### The metal 1 layer

Scale: 4 px per µm. Supply wires on this layer in gray. Cells faint in the background.
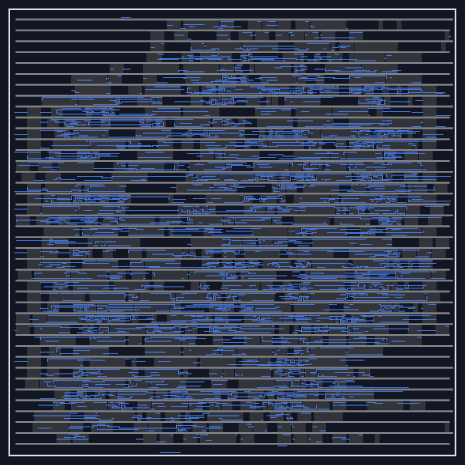
### Metal 4

Scale: 3 px per µm. Supply wires on this layer in gray. Cells faint in the background.
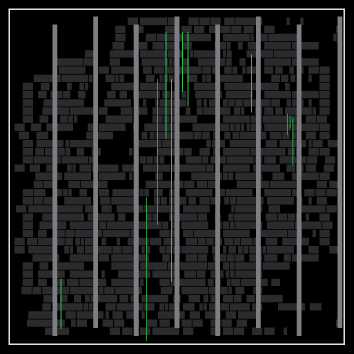
### The metal 2 layer

Scale: 4 px per µm.
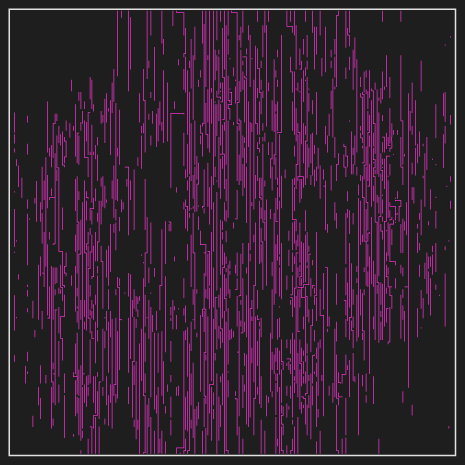
### Routing congestion

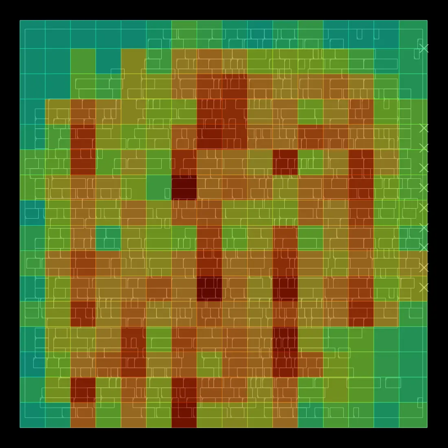
$ cat config.mk
export PLATFORM = sky130hd
export DESIGN_NAME = ecc_apb_ctrl
export DESIGN_NICKNAME = d
export VERILOG_FILES = /design/src/rtl/ecc_pkg.sv /design/src/rtl/ecc_apb_regs.sv /design/src/rtl/ecc_apb_ctrl.sv
export SDC_FILE = /design/constraint.sdc
export NUM_CORES = 1
export LEC_CHECK = 0
export ABC_AREA = 0
export CAP_MARGIN = 20
export CORE_UTILIZATION = 48
export CTS_CLUSTER_DIAMETER = 40
export DETAILED_ROUTE_END_ITERATION = 8
export MAX_ROUTING_LAYER = met4
export PLACE_DENSITY = 0.8
export SLEW_MARGIN = 40
export SYNTH_ARGS = -nofsm -noshare
export SYNTH_HDL_FRONTEND = slang
export SYNTH_HIERARCHICAL = 1
export SYNTH_SLANG_ARGS = --single-unit
$ cat constraint.sdc
create_clock -name clk -period 3.59 [get_ports clk]
set_clock_uncertainty 0.1 [all_clocks]
set_input_delay 1.077 -clock clk [delete_from_list [all_inputs] [get_ports clk]]
set_output_delay 1.077 -clock clk [all_outputs]
set_load 0.02 [all_outputs]
$ cat src/rtl/ecc_pkg.sv
// Shared constants for the ECC APB controller: register offsets, width codes,
// payload alignment and codeword masks, and the sequencer state type.
package ecc_pkg;

    localparam logic [2:0] REG_CTRL     = 3'd0;
    localparam logic [2:0] REG_DATA_IN  = 3'd1;
    localparam logic [2:0] REG_WIDTH    = 3'd2;
    localparam logic [2:0] REG_NOISE    = 3'd3;
    localparam logic [2:0] REG_DATA_OUT = 3'd4;

    localparam logic [1:0] W_SMALL  = 2'd0;
    localparam logic [1:0] W_MEDIUM = 2'd1;
    localparam logic [1:0] W_LARGE  = 2'd2;

    localparam logic [31:0] MASK_SMALL  = 32'h0000_00FF;
    localparam logic [31:0] MASK_MEDIUM = 32'h0000_FFFF;
    localparam logic [31:0] MASK_LARGE  = 32'hFFFF_FFFF;

    localparam logic [31:0] DMASK_SMALL  = 32'h0000_000F;
    localparam logic [31:0] DMASK_MEDIUM = 32'h0000_07FF;
    localparam logic [31:0] DMASK_LARGE  = 32'h03FF_FFFF;

    localparam int SHIFT_SMALL  = 28;
    localparam int SHIFT_MEDIUM = 21;
    localparam int SHIFT_LARGE  = 6;

    typedef enum logic [1:0] {S_IDLE, S_LOAD, S_WAIT, S_DONE} state_t;

    // Width codes 2 and 3 both select the large codeword.
    function automatic logic [31:0] cw_mask(input logic [1:0] w);
        case (w)
            W_SMALL:  return MASK_SMALL;
            W_MEDIUM: return MASK_MEDIUM;
            default:  return MASK_LARGE;
        endcase
    endfunction

    function automatic logic [31:0] left_align(input logic [1:0] w, input logic [31:0] d);
        case (w)
            W_SMALL:  return (d & DMASK_SMALL) << SHIFT_SMALL;
            W_MEDIUM: return (d & DMASK_MEDIUM) << SHIFT_MEDIUM;
            default:  return (d & DMASK_LARGE) << SHIFT_LARGE;
        endcase
    endfunction

endpackage

$ cat src/rtl/ecc_apb_regs.sv
// APB decode and register storage for the ECC controller. Writes stall while the
// sequencer is busy. The NOISE register only exists when ECC_CTRL_NOISE_EN is defined.
module ecc_apb_regs
    import ecc_pkg::*;
#(
    parameter int AMBA_WORD = 32
) (
    input  logic                 clk,
    input  logic                 rst,
    input  logic [2:0]           reg_addr,
    input  logic                 psel,
    input  logic                 penable,
    input  logic                 pwrite,
    input  logic [AMBA_WORD-1:0] pwdata,
    output logic [AMBA_WORD-1:0] prdata,
    output logic                 pready,
    input  logic                 busy,
    input  logic [AMBA_WORD-1:0] data_out,
    output logic [AMBA_WORD-1:0] data_in,
    output logic [1:0]           width,
`ifdef ECC_CTRL_NOISE_EN
    output logic [AMBA_WORD-1:0] start_noise,
`endif
    output logic                 start
);

    logic [1:0]           ctrl_q;
    logic                 wr_en;
    logic [AMBA_WORD-1:0] rd_mux;
`ifdef ECC_CTRL_NOISE_EN
    logic [AMBA_WORD-1:0] noise_q;

    // Taken from the CTRL write data itself so the sequencer snapshots the new noise bit.
    assign start_noise = pwdata[1] ? noise_q : '0;
`endif

    assign pready = !(pwrite && busy);
    assign wr_en  = psel && penable && pwrite && pready;
    assign start  = wr_en && (reg_addr == REG_CTRL);

    always_comb begin
        rd_mux = '0;
        case (reg_addr)
            REG_CTRL:     rd_mux = {{(AMBA_WORD-2){1'b0}}, ctrl_q};
            REG_DATA_IN:  rd_mux = data_in;
            REG_WIDTH:    rd_mux = {{(AMBA_WORD-2){1'b0}}, width};
`ifdef ECC_CTRL_NOISE_EN
            REG_NOISE:    rd_mux = noise_q;
`endif
            REG_DATA_OUT: rd_mux = data_out;
            default:      rd_mux = '0;
        endcase
    end

    always_ff @(posedge clk or negedge rst) begin
        if (!rst) begin
            ctrl_q  <= '0;
            data_in <= '0;
            width   <= '0;
            prdata  <= '0;
`ifdef ECC_CTRL_NOISE_EN
            noise_q <= '0;
`endif
        end else begin
            if (wr_en) begin
                case (reg_addr)
                    REG_CTRL:    ctrl_q  <= pwdata[1:0];
                    REG_DATA_IN: data_in <= pwdata;
                    REG_WIDTH:   width   <= pwdata[1:0];
`ifdef ECC_CTRL_NOISE_EN
                    REG_NOISE:   noise_q <= pwdata;
`endif
                    default:     ;
                endcase
            end
            if (psel && !penable && !pwrite)
                prdata <= rd_mux;
        end
    end

endmodule

$ cat src/rtl/ecc_apb_ctrl.sv
// ECC APB controller top: register file plus the encoder operation sequencer.
// Optional build macro ECC_CTRL_NOISE_EN adds the NOISE register and result corruption.
//
//  state  | meaning
//  IDLE   | waiting for a CTRL write; mode outputs hold the last snapshot
//  LOAD   | mode outputs and enc_data presented; encoder samples at end of cycle
//  WAIT   | encoder output valid; capture masked codeword into DATA_OUT
//  DONE   | operation_done high for this single cycle
module ecc_apb_ctrl
    import ecc_pkg::*;
#(
    parameter int AMBA_WORD       = 32,
    parameter int AMBA_ADDR_WIDTH = 20
) (
    input  logic                       clk,
    input  logic                       rst,
    input  logic [AMBA_ADDR_WIDTH-1:0] PADDR,
    input  logic                       PSEL,
    input  logic                       PENABLE,
    input  logic                       PWRITE,
    input  logic [AMBA_WORD-1:0]       PWDATA,
    output logic [AMBA_WORD-1:0]       PRDATA,
    output logic                       PREADY,
    output logic                       Small,
    output logic                       Medium,
    output logic                       Large,
    output logic [AMBA_WORD-1:0]       enc_data,
    input  logic [AMBA_WORD-1:0]       Enc_Out,
    output logic                       operation_done
);

    state_t               state;
    logic                 start;
    logic                 busy;
    logic [1:0]           width;
    logic [AMBA_WORD-1:0] data_in;
    logic [AMBA_WORD-1:0] data_out;
    logic [AMBA_WORD-1:0] mask_q;
    logic                 unused_addr;
`ifdef ECC_CTRL_NOISE_EN
    logic [AMBA_WORD-1:0] start_noise;
    logic [AMBA_WORD-1:0] noise_q;
`endif

    assign busy        = (state != S_IDLE);
    assign unused_addr = ^{PADDR[AMBA_ADDR_WIDTH-1:5], PADDR[1:0]};

    ecc_apb_regs #(.AMBA_WORD(AMBA_WORD)) u_regs (
        .clk         (clk),
        .rst         (rst),
        .reg_addr    (PADDR[4:2]),
        .psel        (PSEL),
        .penable     (PENABLE),
        .pwrite      (PWRITE),
        .pwdata      (PWDATA),
        .prdata      (PRDATA),
        .pready      (PREADY),
        .busy        (busy),
        .data_out    (data_out),
        .data_in     (data_in),
        .width       (width),
`ifdef ECC_CTRL_NOISE_EN
        .start_noise (start_noise),
`endif
        .start       (start)
    );

    always_ff @(posedge clk or negedge rst) begin
        if (!rst) begin
            state          <= S_IDLE;
            Small          <= 1'b0;
            Medium         <= 1'b0;
            Large          <= 1'b0;
            enc_data       <= '0;
            mask_q         <= '0;
            data_out       <= '0;
            operation_done <= 1'b0;
`ifdef ECC_CTRL_NOISE_EN
            noise_q        <= '0;
`endif
        end else begin
            case (state)
                S_IDLE: begin
                    operation_done <= 1'b0;
                    if (start) begin
                        Small    <= (width == W_SMALL);
                        Medium   <= (width == W_MEDIUM);
                        Large    <= (width >= W_LARGE);
                        enc_data <= left_align(width, data_in);
                        mask_q   <= cw_mask(width);
`ifdef ECC_CTRL_NOISE_EN
                        noise_q  <= start_noise;
`endif
                        state    <= S_LOAD;
                    end
                end
                S_LOAD: state <= S_WAIT;
                S_WAIT: begin
`ifdef ECC_CTRL_NOISE_EN
                    data_out <= (Enc_Out ^ noise_q) & mask_q;
`else
                    data_out <= Enc_Out & mask_q;
`endif
                    operation_done <= 1'b1;
                    state          <= S_DONE;
                end
                S_DONE: begin
                    operation_done <= 1'b0;
                    state          <= S_IDLE;
                end
                default: state <= S_IDLE;
            endcase
        end
    end

endmodule

==> flow_summary_export.csv <==
group,metric,value,unit
floorplanning,fp_util,0.4968,
outcome,violations,"design-rule violations",
finish,comb_cells,287,
finish,antenna_cells,0,
finish,nonClkBufAreaFrac,0.1900,
pwr,ir_drop,358.4,µV
finish,buffers_excl_clock,148,
placement,gp_congestion,0.8021,
logic_synthesis,ff_type,"dfrtp_1",
logic_synthesis,synthesis.area,0.005722,mm²
finish,stdcell_count,765,
drt,drc_errors,20,
finish,nClkBuffers,17,
global_routing,grt_pass1_vias,4550,
critical_path,cp-start-kind,"input port",
run,drv_cap,0,
sta,fin_ws,0.1909,ns
global_routing,grt_usage,0.2589,
logic_synthesis,ys_sh_aoi,0.1620,
logic_synthesis,async_flop_share,1.000,
outcome,status,"complete, but fails checks",
logic_synthesis,synthSimpleGateAreaFrac,0.08725,
floorplanning,well_tap_count,143,
finish,nFillCells,868,
sta,hold_violations,0,
About 'The metal 1 layer':
The longest straight run is 40.5 µm. The wires run mostly horizontal. The layer carries 6300 µm of wire. 598 nets have wire on it.

About 'Metal 4':
11 nets have wire on it. The layer carries 305 µm of wire. The longest straight run is 67.3 µm.

About 'The metal 2 layer':
614 nets have wire on it. The layer holds 50% of the routed length. The layer carries 7480 µm of wire. The wires run mostly vertical. The longest straight run is 73.4 µm.
M2 GR Usage: 0.4083
total number of vias: 4437
final WL: 14.97 mm

About 'Routing congestion':
grt met3 use: 0.05303
Post-Route Utilization: 0.6732
met1 usage: 0.3288
per-cell routed wire length: 19.57 µm
Top Usage Layer GRT: met2

-- path summary, 6_finish.rpt --
path | from | end | cells past startpoint
worst min-delay path | mask_q[7] | mask_q[7] | 1
worst max register to register | state[0] | enc_data[30] | 8
min in group asynchronous | rst | data_out[1] | 1
max in group asynchronous | rst | u_regs/width[1] | 2
worst min register to register | mask_q[7] | mask_q[7] | 1
worst max-delay path | PWRITE | PREADY | 3
-- routing by layer --
metal	up-vias	track usage
met3	24	0.05303
met5	-	-
li1	1990	-
met4	0	0.1036
met2	192	0.4083
met1	2231	0.3288
-- critical path, cell delays in order --
cell and delay, ns:
clkdlybuf4s50_1 0.44, nand2_1 0.09, clkdlybuf4s50_1 0.61
-- where the power goes --
part,switching (mW),internal (mW)
clock network,0.699,1.11
registers,0.340,1.90
logic,0.704,0.668
total,1.74,3.68
No activity file was given, so power comes from the tool's default toggle rates.
